`config.mk`:
```
export PLATFORM = sky130hd
export DESIGN_NAME = map_edit_scheduler
export DESIGN_NICKNAME = d
export VERILOG_FILES = /design/src/rtl/map_edit_scheduler.sv
export SDC_FILE = /design/constraint.sdc
export NUM_CORES = 1
export LEC_CHECK = 0
export ABC_AREA = 1
export CAP_MARGIN = 20
export CORE_ASPECT_RATIO = 1.2
export CORE_MARGIN = 3
export CORE_UTILIZATION = 43
export DETAILED_ROUTE_END_ITERATION = 12
export GPL_TIMING_DRIVEN = 0
export PLACE_DENSITY = 0.77
export SYNTH_ARGS = -nofsm -noshare
export SYNTH_HDL_FRONTEND = slang
export SYNTH_SLANG_ARGS = --single-unit
```
`constraint.sdc`:
```
create_clock -name PPL_clk -period 2.1 [get_ports PPL_clk]
set_input_delay 0.42 -clock PPL_clk [delete_from_list [all_inputs] [get_ports PPL_clk]]
set_output_delay 0.42 -clock PPL_clk [all_outputs]
set_load 0.02 [all_outputs]
```
`src/rtl/map_edit_scheduler.sv`:
```
// rtl/map_edit_scheduler.sv - queues map block edits and drains them, with a pose latch, in the inter-frame window
module map_edit_scheduler #(
    parameter int                 DEPTH      = 4,
    parameter int                 WIN_CYCLES = 64,
    parameter logic        [17:0] POS_X0     = 18'(170 << 8),
    parameter logic        [17:0] POS_Y0     = 18'(170 << 8),
    parameter logic        [17:0] POS_Z0     = 18'(280 << 8),
    parameter logic signed [19:0] ANG_X0     = 20'sd30,
    parameter logic signed [19:0] ANG_Y0     = -20'sd120
) (
    input  logic                      PPL_clk,
    input  logic                      rst_n,
    input  logic                      req_valid,
    output logic                      req_ready,
    input  logic [14:0]               req_addr,
    input  logic [4:0]                req_data,
    input  logic                      vs,
    input  logic                      valid,
    input  logic [17:0]               pose_x,
    input  logic [17:0]               pose_y,
    input  logic [17:0]               pose_z,
    input  logic signed [19:0]        ang_x,
    input  logic signed [19:0]        ang_y,
    output logic [17:0]               p_pos_x,
    output logic [17:0]               p_pos_y,
    output logic [17:0]               p_pos_z,
    output logic signed [19:0]        p_angle_x,
    output logic signed [19:0]        p_angle_y,
    output logic                      write_en,
    output logic [14:0]               write_addr,
    output logic [4:0]                write_data,
    output logic [$clog2(DEPTH):0]    pending,
    output logic                      window
);
    localparam int AW = $clog2(DEPTH);
    localparam int WW = $clog2(WIN_CYCLES + 1);
    localparam logic [AW:0]   FULL     = DEPTH[AW:0];
    localparam logic [WW-1:0] WIN_LOAD = WIN_CYCLES[WW-1:0];

    typedef enum logic {RUN, DRAIN} state_t;

    logic [19:0]        mem [DEPTH];
    logic [AW-1:0]      rd_ptr_q, rd_ptr_d, wr_ptr_q, wr_ptr_d;
    logic [AW:0]        count_q, count_d;
    logic [WW-1:0]      wcnt_q, wcnt_d;
    state_t             state_q, state_d;
    logic               write_en_q, write_en_d, window_q, window_d;
    logic [14:0]        write_addr_q, write_addr_d;
    logic [4:0]         write_data_q, write_data_d;
    logic [17:0]        px_q, px_d, py_q, py_d, pz_q, pz_d;
    logic signed [19:0] ax_q, ax_d, ay_q, ay_d;
    logic               push, pop;

    assign req_ready = (count_q != FULL);

    always_comb begin
        push         = req_valid && req_ready;
        // Render traffic in flight blocks the pop outright; the exit below handles the abort.
        pop          = (state_q == DRAIN) && (count_q != '0) && !valid && (wcnt_q != '0);
        wr_ptr_d     = push ? wr_ptr_q + 1'b1 : wr_ptr_q;
        rd_ptr_d     = pop ? rd_ptr_q + 1'b1 : rd_ptr_q;
        count_d      = count_q;
        if (push && !pop) count_d = count_q + 1'b1;
        if (pop && !push) count_d = count_q - 1'b1;
        state_d      = state_q;
        wcnt_d       = wcnt_q;
        px_d         = px_q;
        py_d         = py_q;
        pz_d         = pz_q;
        ax_d         = ax_q;
        ay_d         = ay_q;
        if (vs) begin
            state_d = DRAIN;
            wcnt_d  = WIN_LOAD;
            px_d    = pose_x;
            py_d    = pose_y;
            pz_d    = pose_z;
            ax_d    = ang_x;
            ay_d    = ang_y;
        end else if (state_q == DRAIN) begin
            if (pop) begin
                wcnt_d = wcnt_q - 1'b1;
                if (wcnt_q == WW'(1)) state_d = RUN;
            end else begin
                state_d = RUN;
            end
        end
        window_d     = (state_d == DRAIN);
        write_en_d   = pop;
        write_addr_d = pop ? mem[rd_ptr_q][19:5] : write_addr_q;
        write_data_d = pop ? mem[rd_ptr_q][4:0] : write_data_q;
    end

    always_ff @(posedge PPL_clk) begin
        if (push) mem[wr_ptr_q] <= {req_addr, req_data};
    end

    always_ff @(posedge PPL_clk or negedge rst_n) begin
        if (!rst_n) begin
            rd_ptr_q     <= '0;
            wr_ptr_q     <= '0;
            count_q      <= '0;
            wcnt_q       <= '0;
            state_q      <= RUN;
            window_q     <= 1'b0;
            write_en_q   <= 1'b0;
            write_addr_q <= '0;
            write_data_q <= '0;
            px_q         <= POS_X0;
            py_q         <= POS_Y0;
            pz_q         <= POS_Z0;
            ax_q         <= ANG_X0;
            ay_q         <= ANG_Y0;
        end else begin
            rd_ptr_q     <= rd_ptr_d;
            wr_ptr_q     <= wr_ptr_d;
            count_q      <= count_d;
            wcnt_q       <= wcnt_d;
            state_q      <= state_d;
            window_q     <= window_d;
            write_en_q   <= write_en_d;
            write_addr_q <= write_addr_d;
            write_data_q <= write_data_d;
            px_q         <= px_d;
            py_q         <= py_d;
            pz_q         <= pz_d;
            ax_q         <= ax_d;
            ay_q         <= ay_d;
        end
    end

    assign write_en   = write_en_q;
    assign write_addr = write_addr_q;
    assign write_data = write_data_q;
    assign window     = window_q;
    assign pending    = count_q;
    assign p_pos_x    = px_q;
    assign p_pos_y    = py_q;
    assign p_pos_z    = pz_q;
    assign p_angle_x  = ax_q;
    assign p_angle_y  = ay_q;
endmodule
```
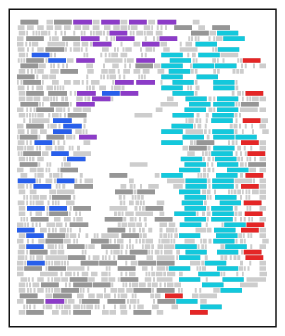
Run 1: sequential cells grouped by signal name
color	netlist name	placed flops
red	write_addr	15
purple	p_angle_y	20
cyan	mem	80
blue	p_pos_x	18
not colored	77
total sequential power: 5.46 mW
final design utilization: 0.633
sequential cell area: 5690 um^2
fraction of area in registers: 0.487

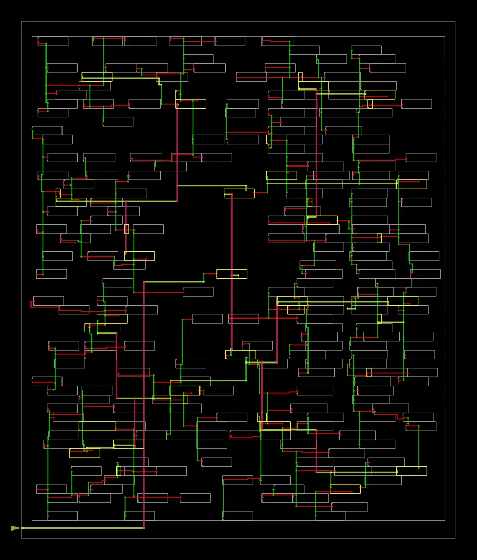
Run 1: the clock network
flip-flop and latch count: 210
clock latency of the later-clocked register in the worst-skew pair: 0.49 ns
# clock sinks: 210
cts bufs inserted: 21

==> impl_metrics.toml, run 1 <==
# flow metrics
[detailed_routing]
highest_layer = "met4"
routed-wl-met2_um = 11000
vias_per_cell = 4.76
drc = 0
drt_pass1_iterations = 4
drt_first_iter_violations = 278
drt-met1-wl_um = 7160

[layout]
area_delta_synth_final_pct = 43.0
most-common-layout-cells = "sky130_fd_sc_hd__nand2_1 (359), sky130_fd_sc_hd__clkdlybuf4s50_1 (227), sky130_fd_sc_hd__dfrtp_1 (101)"
clock_buffer_count = 32
final_layout_top_logic_cell = "sky130_fd_sc_hd__nand2_1"
n_multi_input_combinational_cell = 516
fin_nets = 1183
sh_comb_area = 0.193
layoutNonFillerInstCount = 1322
post_route_cells_drive_above_1_share = 0.101
layout.area.top_class = "registers"
nNonClkInverters = 20

[worst_setup_path]
kind_of_cell_with_the_highest_combined_delay_on_the_critical_path = "buffers and inverters"
setup_cp_type = "reg -> out"
cp_num_cells = 1
worst_path_max_delay_cell = "sky130_fd_sc_hd__clkdlybuf4s50_1"
crit_path_max_fo = 2
timing.critical_path.to = "p_pos_x[13]"
worst_path_required_time_ns = 1.68

[final_timing]
fmaxAchievable_mhz = 486
final.setup_skew_ns = 0.0128
hold_ws_ns = 0.403
final.period_utilization = 0.980
tightestPinTransition_ns = 0.648
finalSetupTns_ns = 0
grt_setup_unrepaired = "no"
report.final.setup_viol = 0

[global_routing]
grt_antenna_before_repair = 0
groute.usage.overall = 0.200
first_pass_grt_wire_length_um = 33300
globalRouteMet3Util = 0.0761
largest_net_degree_at_the_start_of_global_routing = 83
grt_remaining_overflow = 0

[power]
power.switching_mw = 4.24
maxPowerGroup = "sequential cells"
max-vdd-ir-drop_mv = 0.613
p_clk_mw = 3.48
p_comb_frac = 0.317
pwr_density_cell_nw_per_um2 = 1120
post-layout-total-power_mw = 13.1
intPower_mw = 8.86
leakagePower_nw = 5.19

[synthesis]
yosysMostFrequentCell = "sky130_fd_sc_hd__nand2_1"
synthesis.area_um2 = 8170
synth_top_cell_by_area = "sky130_fd_sc_hd__dfrtp_1"
ys_cells = 786
yosysUniqueCellTypes = 24
post_synth_most_frequent_cells = "sky130_fd_sc_hd__nand2_1 (359), sky130_fd_sc_hd__dfrtp_1 (101), sky130_fd_sc_hd__edfxtp_1 (80)"
synth_chip_area_um2 = 8170
enable_flop_cells = 80
synthTopCellsByArea = "sky130_fd_sc_hd__dfrtp_1 (31%), sky130_fd_sc_hd__edfxtp_1 (29%), sky130_fd_sc_hd__nand2_1 (16%), sky130_fd_sc_hd__dfstp_2 (9.3%), sky130_fd_sc_hd__o21ai_0 (2.9%)"
yosys.area_share.xor_xnor = 0.00858
muxShareOfSynthArea = 0
post_synthesis_register_bit_count = 210
yosys-dominant-comb-family = "simple AND/OR/NAND/NOR gates"
dominantRegCellSynth = "sky130_fd_sc_hd__dfrtp_1"
synthArstFlopShare = 0.619
post_synthesis_cell_count = 786
top_cell_area_share = 0.309

[die]
area_of_the_placeable_core_um2 = 18400
io_pins = 239
n_tap_cell = 252
chip_area_um2 = 20700

[outcome]
outcome = "finished, final reports clean"

[clock_network]
clkTransAtPathRegs_ns = 0.06
postCtsHoldBufs = 1
cts_setup_buffers = 2
ctsResizeCount = 9

[place]
place_ws_ns = -0.509
place.detailed.hpwl_um = 15000
place.gp.congestion = 0.811

[min_path]
worstHoldPathCells = 4
timing.hold.worst.class = "in -> reg"
min_to = "p_pos_z[12]"
hold_path_start = "vs"
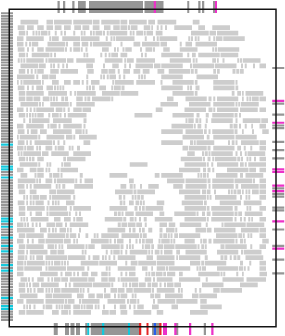
Run 1: pin placement
Pins as bars across the die edge, other pins in gray.
color	port	pins	direction	edge
magenta	req_addr	15	input	8 east, 5 south, 2 north
cyan	pose_z	18	input	15 west, 3 south
red	pending	3	output	south
blue	valid	1	input	south
all pins by edge	113 west, 51 north, 50 south, 25 east
Port-buffer cells: 237
horizontal die dimension: 132 um
die height: 157 um

Run 1, metal layers overlaid:
The bar under the picture is 50 um long.
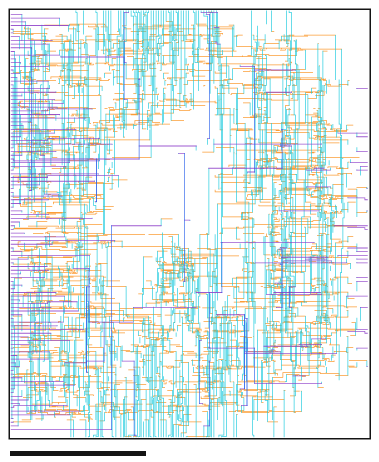

## Run 2: what changed since run 1
--- a/config.mk
+++ b/config.mk
@@ -13,6 +13,7 @@
 export DETAILED_ROUTE_END_ITERATION = 12
 export GPL_TIMING_DRIVEN = 0
 export PLACE_DENSITY = 0.77
+export RECOVER_POWER = 50
 export SYNTH_ARGS = -nofsm -noshare
 export SYNTH_HDL_FRONTEND = slang
 export SYNTH_SLANG_ARGS = --single-unit
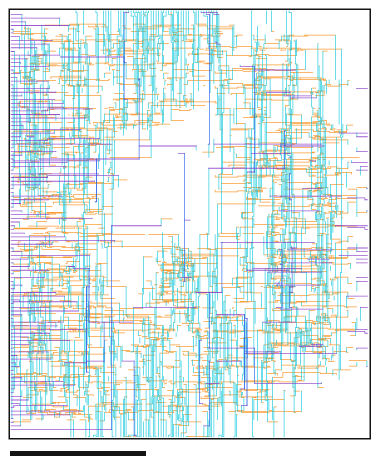
Run 2: metal layers overlaid
The bar under the picture is 50 um long.
color	layer	wire length
orange	M1	7180 um
cyan	M2	11000 um
purple	M3	2170 um
blue	M4	603 um
via count: 6325
final WL: 20900 um
All-Layer GR Usage: 0.200

==> run 2 against run 1 <==
Against the previous run:
- critical path depth is the same
- critical endpoint unchanged
- clock skew is essentially flat
- sequential share of layout area grew 0.10 points
- global-route usage is the same
- setup slack lost 0.0016 ns
- non-clock buffer count is the same
- register-to-register slack is essentially flat
- highest routed layer unchanged
- sequential power is essentially flat
- via count grew 0.54%
==> impl_metrics.toml, run 2 <==
# flow metrics
[outcome]
outcome = "finished, final reports clean"

[layout]
fin_nets = 1183
area_delta_synth_final_pct = 42.7
final_layout_top_logic_cell = "sky130_fd_sc_hd__nand2_1"
sh_comb_area = 0.193
nNonClkInverters = 20
n_multi_input_combinational_cell = 516
layoutNonFillerInstCount = 1323
clock_buffer_count = 32
post_route_cells_drive_above_1_share = 0.0907
most-common-layout-cells = "sky130_fd_sc_hd__nand2_1 (359), sky130_fd_sc_hd__clkdlybuf4s50_1 (207), sky130_fd_sc_hd__dfrtp_1 (101)"

[place]
port-buffer-count = 237
place.gp.congestion = 0.811
place.detailed.hpwl_um = 15000

[synthesis]
yosys-dominant-comb-family = "simple AND/OR/NAND/NOR gates"
post_synth_most_frequent_cells = "sky130_fd_sc_hd__nand2_1 (359), sky130_fd_sc_hd__dfrtp_1 (101), sky130_fd_sc_hd__edfxtp_1 (80)"
yosys.area_share.xor_xnor = 0.00858
synthTopCellsByArea = "sky130_fd_sc_hd__dfrtp_1 (31%), sky130_fd_sc_hd__edfxtp_1 (29%), sky130_fd_sc_hd__nand2_1 (16%), sky130_fd_sc_hd__dfstp_2 (9.3%), sky130_fd_sc_hd__o21ai_0 (2.9%)"
yosysUniqueCellTypes = 24
ys_cells = 786
dominantRegCellSynth = "sky130_fd_sc_hd__dfrtp_1"
synthesis.area_um2 = 8170
synthArstFlopShare = 0.619
muxShareOfSynthArea = 0
post_synthesis_cell_count = 786
synth_top_cell_by_area = "sky130_fd_sc_hd__dfrtp_1"
yosysMostFrequentCell = "sky130_fd_sc_hd__nand2_1"
top_cell_area_share = 0.309

[final_timing]
final.period_utilization = 0.980
tightestPinTransition_ns = 1.27
finalSetupTns_ns = 0
final.setup_skew_ns = 0.0124

[clock_network]
cts_setup_buffers = 2
cts_bufs_inserted = 21
cts.sinks = 210
worst_skew_pair.late_latency_ns = 0.49
postCtsHoldBufs = 1

[detailed_routing]
routed-wl-met2_um = 11000
drt_first_iter_violations = 295
highest_layer = "met4"
drt_pass1_iterations = 4
drt-met1-wl_um = 7180
drc = 0

[min_path]
min_to = "p_pos_y[13]"
timing.hold.worst.class = "in -> reg"
hold_path_start = "pose_y[13]"
worstHoldPathCells = 3

[power]
intPower_mw = 8.85
seq_power_mw = 5.46
power.switching_mw = 4.25
leakagePower_nw = 5.16
maxPowerGroup = "sequential cells"
p_comb_frac = 0.317
pwr_density_cell_nw_per_um2 = 1120

[die]
chip_area_um2 = 20700
area_of_the_placeable_core_um2 = 18400
n_tap_cell = 252
fp.dieH_um = 157
horizontal_die_dimension_um = 132
io_pins = 239

[worst_setup_path]
timing.critical_path.to = "p_pos_x[13]"
worst_path_max_delay_cell = "sky130_fd_sc_hd__clkdlybuf4s50_1"
kind_of_cell_with_the_highest_combined_delay_on_the_critical_path = "buffers and inverters"
worst_path_required_time_ns = 1.68
cp_num_cells = 1
crit_path_max_fo = 2
setup_cp_type = "reg -> out"

[global_routing]
globalRouteMet3Util = 0.0761
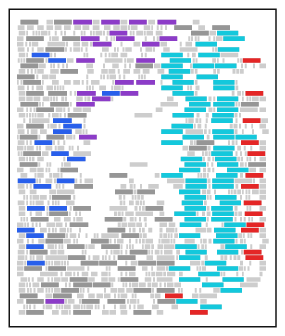
Run 2: sequential cells grouped by signal name
color	netlist name	placed flops
red	write_addr	15
cyan	mem	80
purple	p_angle_y	20
blue	p_pos_x	18
not colored	77
final design utilization: 0.632
fraction of area in registers: 0.488

Power figures rest on the tool's default switching activity, not on a simulated workload.
